### config.mk
export PLATFORM = sky130hd
export DESIGN_NAME = sobel_frame_sched_flat
export DESIGN_NICKNAME = d
export VERILOG_FILES = /design/src/rtl/sobel_frame_sched_if.sv /design/src/rtl/sobel_frame_sched.sv /design/src/flat_wrapper.sv
export SDC_FILE = /design/constraint.sdc
export NUM_CORES = 1
export LEC_CHECK = 0
export ABC_AREA = 1
export CORE_MARGIN = 2
export CORE_UTILIZATION = 40
export DETAILED_ROUTE_END_ITERATION = 8
export GPL_TIMING_DRIVEN = 0
export SLEW_MARGIN = 20
export SYNTH_ARGS = -nofsm -noshare
export SYNTH_HDL_FRONTEND = slang
export SYNTH_SLANG_ARGS = --single-unit
### constraint.sdc
create_clock -name clk_i_s -period 9.8 [get_ports clk_i_s]
set_input_delay 1.96 -clock clk_i_s [delete_from_list [all_inputs] [get_ports clk_i_s]]
set_output_delay 1.96 -clock clk_i_s [all_outputs]
set_load 0.01 [all_outputs]
### src/rtl/sobel_frame_sched_if.sv
// Pixel-source, Sobel-engine and result-writer signals of the frame scheduler.
// master = scheduler side, slave = surrounding source/engine/writer.
interface sobel_frame_sched_if #(
    parameter int ADDR_W = 16
);
    logic              start_i;
    logic              pix_valid_i;
    logic [7:0]        pix_i;
    logic              pix_ready_o;
    logic [71:0]       win_o;
    logic              sob_en_o;
    logic              sob_done_i;
    logic [8:0]        sob_data_i;
    logic              out_valid_o;
    logic [7:0]        out_data_o;
    logic [ADDR_W-1:0] out_addr_o;
    logic              busy_o;
    logic              frame_done_o;
    logic              err_o;

    modport master (
        input  start_i, pix_valid_i, pix_i, sob_done_i, sob_data_i,
        output pix_ready_o, win_o, sob_en_o, out_valid_o, out_data_o,
        output out_addr_o, busy_o, frame_done_o, err_o
    );

    modport slave (
        output start_i, pix_valid_i, pix_i, sob_done_i, sob_data_i,
        input  pix_ready_o, win_o, sob_en_o, out_valid_o, out_data_o,
        input  out_addr_o, busy_o, frame_done_o, err_o
    );
endinterface

### src/rtl/sobel_frame_sched.sv
// Frame sequencer for the 3x3 Sobel engine: line buffers, window shifter,
// engine handshake with timeout, saturation and result addressing.
module sobel_frame_sched #(
    parameter int IMG_W   = 8,
    parameter int IMG_H   = 8,
    parameter int ADDR_W  = 16,
    parameter int TIMEOUT = 64
) (
    input  logic                clk_i_s,
    input  logic                rst_i_s,
    sobel_frame_sched_if.master bus
);
    localparam int XW = $clog2(IMG_W);
    localparam int YW = $clog2(IMG_H);
    localparam int TW = $clog2(TIMEOUT + 1);

    typedef enum logic [2:0] {
        S_IDLE, S_ACCEPT, S_RUN, S_GAP, S_DONE
    } state_t;

    state_t            r_state;
    logic [XW-1:0]     r_col;
    logic [YW-1:0]     r_row;
    logic [TW-1:0]     r_tmo;
    logic              r_last;
    logic [7:0]        r_lb0 [IMG_W];
    logic [7:0]        r_lb1 [IMG_W];
    logic [7:0]        r_win [9];
    logic              r_ready;
    logic              r_en;
    logic              r_valid;
    logic              r_fd;
    logic              r_busy;
    logic              r_err;
    logic [7:0]        r_data;
    logic [ADDR_W-1:0] r_addr;

    logic              w_xfer;
    logic              w_interior;
    logic              w_last_pix;
    logic [ADDR_W-1:0] w_addr;

    assign w_xfer     = (r_state == S_ACCEPT) && bus.pix_valid_i && r_ready;
    assign w_interior = (r_row >= YW'(2)) && (r_col >= XW'(2));
    assign w_last_pix = (r_row == YW'(IMG_H - 1)) && (r_col == XW'(IMG_W - 1));
    assign w_addr     = ADDR_W'((int'(r_row) - 1) * IMG_W + int'(r_col) - 1);

    assign bus.pix_ready_o  = r_ready;
    assign bus.sob_en_o     = r_en;
    assign bus.out_valid_o  = r_valid;
    assign bus.out_data_o   = r_data;
    assign bus.out_addr_o   = r_addr;
    assign bus.busy_o       = r_busy;
    assign bus.frame_done_o = r_fd;
    assign bus.err_o        = r_err;

    always_comb begin
        bus.win_o = '0;
        for (int k = 0; k < 9; k++) begin
            bus.win_o[8*k +: 8] = r_win[k];
        end
    end

    // Line buffers: lb1 holds row r-2, lb0 row r-1 at the current column.
    always_ff @(posedge clk_i_s) begin
        if (w_xfer) begin
            r_lb1[r_col] <= r_lb0[r_col];
            r_lb0[r_col] <= bus.pix_i;
        end
    end

    always_ff @(posedge clk_i_s) begin
        if (rst_i_s) begin
            r_state <= S_IDLE;
            r_col   <= '0;
            r_row   <= '0;
            r_tmo   <= '0;
            r_last  <= 1'b0;
            r_ready <= 1'b0;
            r_en    <= 1'b0;
            r_valid <= 1'b0;
            r_fd    <= 1'b0;
            r_busy  <= 1'b0;
            r_err   <= 1'b0;
            r_data  <= '0;
            r_addr  <= '0;
            for (int k = 0; k < 9; k++) begin
                r_win[k] <= '0;
            end
        end else begin
            r_valid <= 1'b0;
            r_fd    <= 1'b0;
            unique case (r_state)
                S_IDLE: begin
                    if (bus.start_i) begin
                        r_state <= S_ACCEPT;
                        r_col   <= '0;
                        r_row   <= '0;
                        r_err   <= 1'b0;
                        r_ready <= 1'b1;
                        r_busy  <= 1'b1;
                    end
                end
                S_ACCEPT: begin
                    if (w_xfer) begin
                        r_win[0] <= r_win[1];
                        r_win[1] <= r_win[2];
                        r_win[2] <= r_lb1[r_col];
                        r_win[3] <= r_win[4];
                        r_win[4] <= r_win[5];
                        r_win[5] <= r_lb0[r_col];
                        r_win[6] <= r_win[7];
                        r_win[7] <= r_win[8];
                        r_win[8] <= bus.pix_i;
                        if (r_col == XW'(IMG_W - 1)) begin
                            r_col <= '0;
                            r_row <= r_row + 1'b1;
                        end else begin
                            r_col <= r_col + 1'b1;
                        end
                        if (w_interior) begin
                            r_state <= S_RUN;
                            r_ready <= 1'b0;
                            r_en    <= 1'b1;
                            r_tmo   <= '0;
                            r_addr  <= w_addr;
                            r_last  <= w_last_pix;
                        end else if (w_last_pix) begin
                            r_state <= S_DONE;
                            r_ready <= 1'b0;
                            r_fd    <= 1'b1;
                        end
                    end
                end
                S_RUN: begin
                    // A done coinciding with the final timeout cycle wins.
                    if (bus.sob_done_i) begin
                        r_data  <= bus.sob_data_i[8] ? 8'hFF : bus.sob_data_i[7:0];
                        r_en    <= 1'b0;
                        r_valid <= 1'b1;
                        r_state <= S_GAP;
                    end else if (r_tmo == TW'(TIMEOUT - 1)) begin
                        r_data  <= '0;
                        r_err   <= 1'b1;
                        r_en    <= 1'b0;
                        r_valid <= 1'b1;
                        r_state <= S_GAP;
                    end else begin
                        r_tmo <= r_tmo + 1'b1;
                    end
                end
                S_GAP: begin
                    if (r_last) begin
                        r_state <= S_DONE;
                        r_fd    <= 1'b1;
                    end else begin
                        r_state <= S_ACCEPT;
                        r_ready <= 1'b1;
                    end
                end
                S_DONE: begin
                    r_state <= S_IDLE;
                    r_busy  <= 1'b0;
                end
                default: begin
                    r_state <= S_IDLE;
                end
            endcase
        end
    end
endmodule

### src/flat_wrapper.sv
// flat-port wrapper written by rule: the top's interface ports become plain ports
module sobel_frame_sched_flat 
#(
    parameter int IMG_W   = 8,
    parameter int IMG_H   = 8,
    parameter int ADDR_W  = 16,
    parameter int TIMEOUT = 64
)
  (clk_i_s, rst_i_s, bus_start_i, bus_pix_valid_i, bus_pix_i, bus_sob_done_i, bus_sob_data_i, bus_pix_ready_o, bus_win_o, bus_sob_en_o, bus_out_valid_o, bus_out_data_o, bus_out_addr_o, bus_busy_o, bus_frame_done_o, bus_err_o);
  sobel_frame_sched_if #(.ADDR_W(ADDR_W)) bus_i ();
  input  logic clk_i_s;
  input  logic rst_i_s;
  input wire logic [$bits(bus_i.start_i)-1:0] bus_start_i;
  input wire logic [$bits(bus_i.pix_valid_i)-1:0] bus_pix_valid_i;
  input wire logic [$bits(bus_i.pix_i)-1:0] bus_pix_i;
  input wire logic [$bits(bus_i.sob_done_i)-1:0] bus_sob_done_i;
  input wire logic [$bits(bus_i.sob_data_i)-1:0] bus_sob_data_i;
  output wire logic [$bits(bus_i.pix_ready_o)-1:0] bus_pix_ready_o;
  output wire logic [$bits(bus_i.win_o)-1:0] bus_win_o;
  output wire logic [$bits(bus_i.sob_en_o)-1:0] bus_sob_en_o;
  output wire logic [$bits(bus_i.out_valid_o)-1:0] bus_out_valid_o;
  output wire logic [$bits(bus_i.out_data_o)-1:0] bus_out_data_o;
  output wire logic [$bits(bus_i.out_addr_o)-1:0] bus_out_addr_o;
  output wire logic [$bits(bus_i.busy_o)-1:0] bus_busy_o;
  output wire logic [$bits(bus_i.frame_done_o)-1:0] bus_frame_done_o;
  output wire logic [$bits(bus_i.err_o)-1:0] bus_err_o;
  assign bus_i.start_i = bus_start_i;
  assign bus_i.pix_valid_i = bus_pix_valid_i;
  assign bus_i.pix_i = bus_pix_i;
  assign bus_i.sob_done_i = bus_sob_done_i;
  assign bus_i.sob_data_i = bus_sob_data_i;
  assign bus_pix_ready_o = bus_i.pix_ready_o;
  assign bus_win_o = bus_i.win_o;
  assign bus_sob_en_o = bus_i.sob_en_o;
  assign bus_out_valid_o = bus_i.out_valid_o;
  assign bus_out_data_o = bus_i.out_data_o;
  assign bus_out_addr_o = bus_i.out_addr_o;
  assign bus_busy_o = bus_i.busy_o;
  assign bus_frame_done_o = bus_i.frame_done_o;
  assign bus_err_o = bus_i.err_o;
  sobel_frame_sched #(.IMG_W(IMG_W), .IMG_H(IMG_H), .ADDR_W(ADDR_W), .TIMEOUT(TIMEOUT)) u_core (.clk_i_s(clk_i_s), .rst_i_s(rst_i_s), .bus(bus_i));
endmodule
### Met1 routing, run 1

Supply wires on this layer in grey.
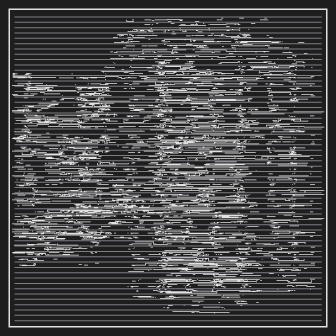
- main direction: horizontal
- longest straight run: 52.0 um

### Met2 routing, run 1

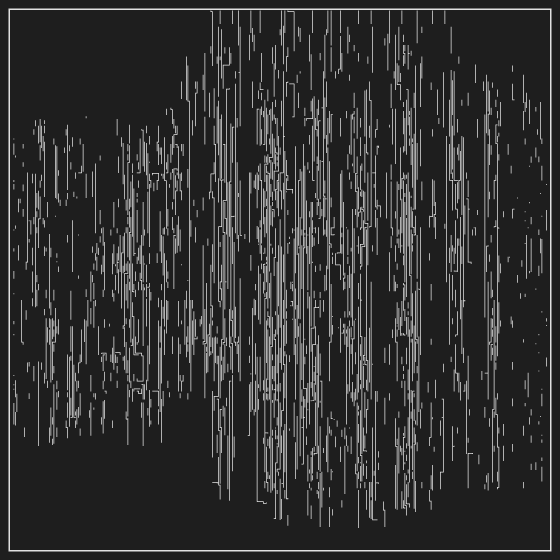
- longest straight run: 78.2 um
- main direction: vertical
- wire length on this layer: 10,500 um
- nets with wire on the layer: 846
DR vias: 6,811
final WL: 22.5 mm
GR Layer Usage met2: 0.291

==> summary.txt, run 1 <==
impl run done, here's what came out: status finished, final reports clean, TritonCTS clock tree built, mapped cell area 9900 um^2, chip height 161 um, Avg WL per Cell 16.3 um, Post-Route Setup TNS 0 ns, Post-Syn Nets 911, Cells after DPL 1,336, Fin Clk Skew 0.00905 ns, Worst Setup SP bus_pix_valid_i, synthesis warning total 0, Final ANT Viol Nets 0, Dominant Register Cell edfxtp_1, initial antenna violation count 0, Finished Cell Area 12,500 um^2, Max Root-Sink Buffers 3, worst hold path startpoint u_core.r_tmo[6]$_SDFFE_PP0P_, layout cells sized above 1 0.0928, CP required 10.02 ns, Worst setup SP type input pin, post-synthesis cell count 877, relative slew slack 0.470, chip area 26,000 um^2, pin count of the biggest net entering global routing 53, vias in the first global route 6,675, Core Util at FP 0.407, gpl congestion 0.783, FF-to-FF Start u_core.r_state[0]$_SDFFE_PP0P_, Post-CTS Setup Repair Bufs 0, clock latency on the worst-skew pair 0.52 ns, initial drt markers 460, Commonest Layout Cell edfxtp_1, Unique cell types 34, placed wire-length estimate 15.1 mm, Total Nets Final 1,074, asr flop ratio synth 0, EDFF count, synth 200, Post-DP Area 11,700 um^2, Worst-path clk slew 0.06 ns, Mapped Avg Cell Area 11.3 um^2, setup violators final 0, Hold WC Path Type flop to flop, Final Hold Viols 0, cts repair resizes 0, YS chip area 9900 um^2, Core Rows 57, IR drop worst, VDD 0.140 mV, Worst Max-Slew Pin Slew 0.790 ns, Pwr per Cell Area 216 nW/um^2, drt first pass iters 5, Min Clock Period, post-route 3.60 ns, ys cells 877, flops out of synthesis 249, arrival time at the worst endpoint 3.81 ns, fmax 278 MHz, Root Buffer clkbuf_16, Num CTS Buffers 26, cts hold-fix bufs 0, maxcap violations 0, leakage power 4.54 nW, Tool Warnings 31, first-pass GRT wire length 36.0 mm, Via density 4.93, Final Max Slew Viols 0, total gr overflow 0, crit path max fanout 9, buffers added on ports 122, cycle use final 0.367, Sink Count 249, core box area 24,300 um^2, number of H-tree levels 1, CP Capture Type flop, Final Util 0.515, CP Class input pin to flop, die width 161 um, drt drc 0, All-Layer GR Usage 0.175, Top Layout Cells edfxtp_1 (200), nor2_1 (173), clkdlybuf4s50_1 (122), nand2_1 (89), o21ai_0 (88)
### Signal wires on met3, run 1

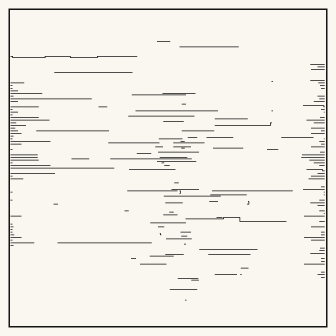
- wire length on this layer: 1,690 um
- share of all routed wire: 7.5%

### M4 wires, run 1

Scale bar: 50 um. Supply wires on this layer in grey. Cells faint in the background.
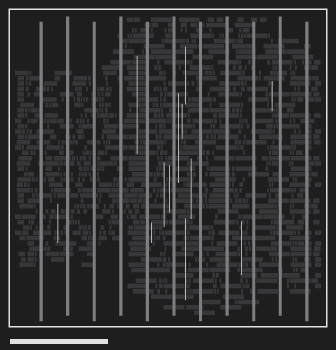
- nets with wire on the layer: 6
- longest straight run: 49.6 um

-- run 1: sequential cells by signal, indices dropped and copies added (netlist names), named ones only --
name and cells:
u_core.bus.busy_o 1, u_core.bus.err_o 1, u_core.bus.frame_done_o 1, u_core.bus.out_addr_o 15, u_core.bus.out_data_o 8, u_core.bus.out_valid_o 1
u_core.bus.pix_ready_o 1, u_core.bus.sob_en_o 1, u_core.r_col 3, u_core.r_last 1, u_core.r_lb0 64, u_core.r_lb1 64
u_core.r_row 3, u_core.r_state 3, u_core.r_tmo 7, u_core.r_win 72
-- run 1: synth_stat cells (2+ instances only) --
master | instances | area, um^2
nand2_2 | 7 | 43.8
a211oi_2 | 2 | 25.0
ha_1 | 12 | 150
a21oi_1 | 38 | 190
inv_1 | 81 | 304
clkbuf_1 | 23 | 86.3
o21ai_0 | 88 | 440
nor2_4 | 4 | 45.0
nand3_2 | 2 | 20.0
xor2_1 | 3 | 26.3
buf_4 | 3 | 22.5
nor3_1 | 5 | 25.0
buf_2 | 11 | 55.1
inv_2 | 8 | 30.0
xnor2_1 | 2 | 17.5
nand4_1 | 2 | 12.5
o22ai_1 | 33 | 206
dfxtp_1 | 49 | 981
nor2_2 | 2 | 12.5
o21ai_1 | 6 | 30.0
o31ai_1 | 2 | 15.0
nand3_1 | 19 | 95.1
nor2_1 | 176 | 661
nand2_1 | 90 | 338
edfxtp_1 | 200 | 6010
-- run 1: cell families (layout without fill, tap and decap cells) --
logic type	after synthesis	after routing	share of synthesized area
other cells	0	1	0
xor+xnor	5	5	0.00442
simple gates	311	311	0.130
buf+inv	127	306	0.0507
flops	249	249	0.706
compound gates	173	173	0.0945
fa+ha+maj	12	12	0.0152
-- run 1: power by group --
part	switching [mW]	internal [mW]
logic	0.331	0.180
clock network	0.387	0.551
registers	0.0293	1.22
-- run 1: metal layers --
metal  routed length (um)  vias up  GRT usage
met2                10500      249      0.291
met5                    0        -          0
met4                  342        0     0.0365
met1                 9990     3192      0.239
li1                     -     3341          -
met3                 1690       29     0.0367
-- run 1: final cells by class --
class / instances / area [um^2]
fillers: 2169 / 11800
flip-flops and latches: 249 / 6990
multi-input cells: 501 / 2450
repair buffers: 135 / 1350
clock buffers: 31 / 691
well taps: 324 / 405
inverters: 89 / 334
plain buffers: 38 / 168
clock inverters: 13 / 120
diodes: 1 / 2.50
-- run 1: critical path, cell delays in order --
cell	delay, ns
clkdlybuf4s50_1	0.46
nand2_1	0.12
nor2_4	0.19
nand2_1	0.14
nor3_2	0.62
buf_4	0.32
-- run 1: metrics by stage --
step | power (mW) | setup slack [ns]
2_1_floorplan | 1.58 | 5.25
3_3_place_gp | 1.78 | 4.00
3_5_place_dp | 1.79 | 5.68
4_1_cts | 2.73 | 6.24
5_1_grt | 2.83 | 6.09
6_report | 2.70 | 6.20
-- run 1: worst paths after layout --
kind                                  end  slack, ns  cells past startpoint
max reg2reg  u_core.r_lb0[6][0]$_DFFE_PP_       7.65                      6
min reg2reg  u_core.r_tmo[6]$_SDFFE_PP0P_       0.45                      2
min          u_core.r_tmo[6]$_SDFFE_PP0P_       0.45                      2
max          u_core.r_lb0[6][0]$_DFFE_PP_       6.20                      6
==> run 2, diff against run 1 <==
==> constraint.sdc (replaced) <==
create_clock -name clk_i_s -period 3.2 [get_ports clk_i_s]
set_input_delay 0.64 -clock clk_i_s [delete_from_list [all_inputs] [get_ports clk_i_s]]
set_output_delay 0.64 -clock clk_i_s [all_outputs]
set_load 0.01 [all_outputs]
### Clock wiring as the flow saved it, run 2

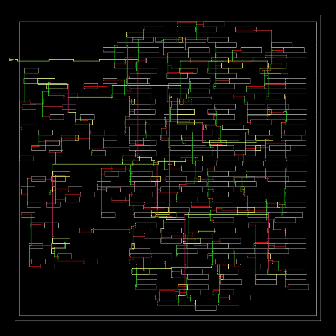
# clk buffers: 36
clock latency on the worst-skew pair: 0.53 ns
Num CTS Buffers: 26

==> run 2 against run 1 <==
  * Sequential cell count is the same
  * Critical path type unchanged
  * Sequential share of layout area shrank 0.30 points
  * Clock power grew to 3.2 times the previous value
  * Clock skew grew 0.0062 ns
  * Cell count grew 0.22%
  * Core utilization grew 0.28 points
  * Sequential power grew to 3.1 times the previous value
  * Via count grew 0.88%
==> summary.txt, run 2 <==
impl run done, here's what came out: Reg with most FFs u_core.r_win, Post-Route Setup TNS 0 ns (unchanged), maxcap violations 0 (unchanged), setup violators final 0 (unchanged), Mapped Avg Cell Area 11.3 um^2 (unchanged), unrepaired setup endpoints after global routing no, total gr overflow 0 (unchanged), Top cell area share 0.607 (unchanged), worst hold path startpoint u_core.r_tmo[6]$_SDFFE_PP0P_, Unique cell types 34 (unchanged), Synth top cells by count edfxtp_1 (200), nor2_1 (176), nand2_1 (90), synthesis warning total 0 (unchanged), Final Max Slew Viols 0 (unchanged), Final Hold Viols 0 (unchanged), IR drop worst, VDD 0.531 mV (+280%), layout cells sized above 1 0.0972 (+0.00437), Max Root-Sink Buffers 3 (unchanged), CP Class input pin to flop, Top Layout Cells edfxtp_1 (200), nor2_1 (173), clkdlybuf4s50_1 (122), nand2_1 (89), o21ai_0 (88), chip height 161 um (unchanged), post-synthesis cell count 877 (unchanged), initial antenna violation count 0 (unchanged), die width 161 um (unchanged), largest cells by area after synthesis edfxtp_1 (61%), dfxtp_1 (9.9%), nor2_1 (6.7%), I/O pin count 124, cts hold-fix bufs 0 (unchanged), buffers added on ports 122 (unchanged), max FFs per register 72 (unchanged), cycle use final 0.718, All-Layer GR Usage 0.176 (+0.000820), FF-to-FF Start u_core.r_state[0]$_SDFFE_PP0P_, vias in the first global route 6,644 (-0.46%), Worst-path clk slew 0.06 ns (about the same), Total Nets Final 1,074 (unchanged), antenna cell count 0 (-1), drt first pass iters 5 (unchanged), status finished, final reports clean, relative slew slack 0.457 (-0.0136), Core Util at FP 0.407 (unchanged), leakage power 4.59 nW (+0.98%), EDFF count, synth 200 (unchanged), CP Capture Type flop, area grow syn2layout 27.1%, pin count of the biggest net entering global routing 58 (+9.4%), crit path max fanout 9 (unchanged), flops out of synthesis 249 (unchanged), arrival time at the worst endpoint 2.52 ns (-1.29 ns), Post-CTS Setup Repair Bufs 0 (unchanged), core box area 24,300 um^2 (unchanged), Root Buffer clkbuf_16, YS chip area 9900 um^2 (unchanged), Commonest Layout Cell edfxtp_1, Dominant Register Cell edfxtp_1, Min Clock Period, post-route 2.30 ns, placed wire-length estimate 15.5 mm (+2.4%), Core Rows 57 (unchanged), Final ANT Viol Nets 0 (unchanged), Post-Syn Nets 911 (unchanged), fmax 435 MHz, Fin Clk Skew 0.0152 ns (+0.00618 ns), chip area 26,000 um^2 (unchanged), ys cells 877 (unchanged), top flop regs u_core.r_win x72, u_core.r_lb0 x64, u_core.r_lb1 x64, cts repair resizes 0 (unchanged), mapped cell area 9900 um^2 (unchanged), asr flop ratio synth 0 (unchanged), Seq share, synth 0.706, Tool Warnings 31 (unchanged), most common cell in the synthesized netlist edfxtp_1, Worst setup SP type input pin, CP required 3.42 ns (-6.60 ns), Worst Setup SP bus_pix_valid_i, Via density 4.96 (+0.66%), number of H-tree levels 1 (unchanged), Worst Max-Slew Pin Slew 0.811 ns (+0.0203 ns), Pwr per Cell Area 670 nW/um^2 (+210%), gpl congestion 0.799 (+2.1%), Sink Count 249 (unchanged), drt drc 0 (unchanged), Hold WC Path Type flop to flop, first-pass GRT wire length 35.9 mm (-0.31%), post-synth top area cell edfxtp_1, initial drt markers 535 (+16%), Avg WL per Cell 16.5 um (+1.1%), TritonCTS clock tree built, total power 8.43 mW (+210%)
### Met1 routing, run 2

Supply wires on this layer in grey.
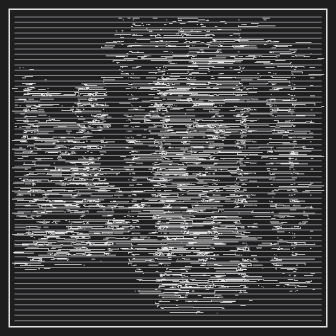
DR vias: 6,871
final WL: 22.8 mm

-- run 2: cell count changes in the layout (fill, tap and decap cells not counted), sizes merged --
cell,change
clkbuf,+5
clkinvlp,-2
bufinv,+1
diode,-1
-- run 2: worst paths after layout --
path,end,slack (ns),depth (start not counted)
max reg2reg,u_core.r_lb0[6][5]$_DFFE_PP_,1.03,6
max,u_core.r_lb0[6][5]$_DFFE_PP_,0.90,6
min,u_core.r_tmo[6]$_SDFFE_PP0P_,0.45,2
min reg2reg,u_core.r_tmo[6]$_SDFFE_PP0P_,0.45,2
-- run 2: kinds of logic (layout without fill, tap and decap cells) --
group / Yosys count / after routing / share of synthesized area
xor gates and xnor gates: 5 / 5 / 0.00442
AOI/OAI and AO/OA: 173 / 173 / 0.0945
adders and majority gates: 12 / 12 / 0.0152
DFF: 249 / 249 / 0.706
and+or+nand+nor: 311 / 311 / 0.130
buffers and inverters: 127 / 310 / 0.0507
-- run 2: layout make-up --
| cell class | instances | area, um^2 |
|---|---|---|
| Buffer | 38 | 168 |
| Clock buffer | 36 | 729 |
| Clock inverter | 12 | 136 |
| Fill cell | 2114 | 11700 |
| Inverter | 89 | 334 |
| Multi-Input combinational cell | 501 | 2450 |
| Sequential cell | 249 | 6990 |
| Tap cell | 324 | 405 |
| Timing Repair Buffer | 135 | 1370 |
-- run 2: per-stage QoR --
step	hold WS (ns)	cells	cell area (um^2)	setup slack, ns	util
final	0.447	1384	12600	0.903	0.517
after global routing	0.484	1384	12600	0.792	0.517
after CTS	0.452	1384	12600	0.885	0.517
after detailed placement	0.441	1336	11700	0.332	0.482
after global placement	0.442	1323	11500	-1.06	0.474
after floorplan	0.429	877	9900	0.646	-
-- run 2: worst max-delay path, stage by stage --
cell	delay (ns)
clkdlybuf4s50_1	0.46
nand2_1	0.13
nor2_4	0.18
nand2_1	0.14
nor3_2	0.64
buf_4	0.33
-- run 2: metal layers --
layer / vias to the layer above / share of wire / global-route usage
met5: - / 0 / 0
met4: 0 / 0.015 / 0.0410
met3: 28 / 0.072 / 0.0318
met2: 248 / 0.48 / 0.299
met1: 3273 / 0.43 / 0.236
li1: 3322 / - / -
-- run 2: where the power goes --
part	total [mW]	internal, mW	leakage (nW)	switching [mW]
logic	1.56	0.550	1.87	1.01
registers	3.83	3.74	2.29	0.0894
clock network	3.04	1.83	0.427	1.20
total	8.43	6.13	4.59	2.30
Power is estimated from default activity; no workload was simulated.
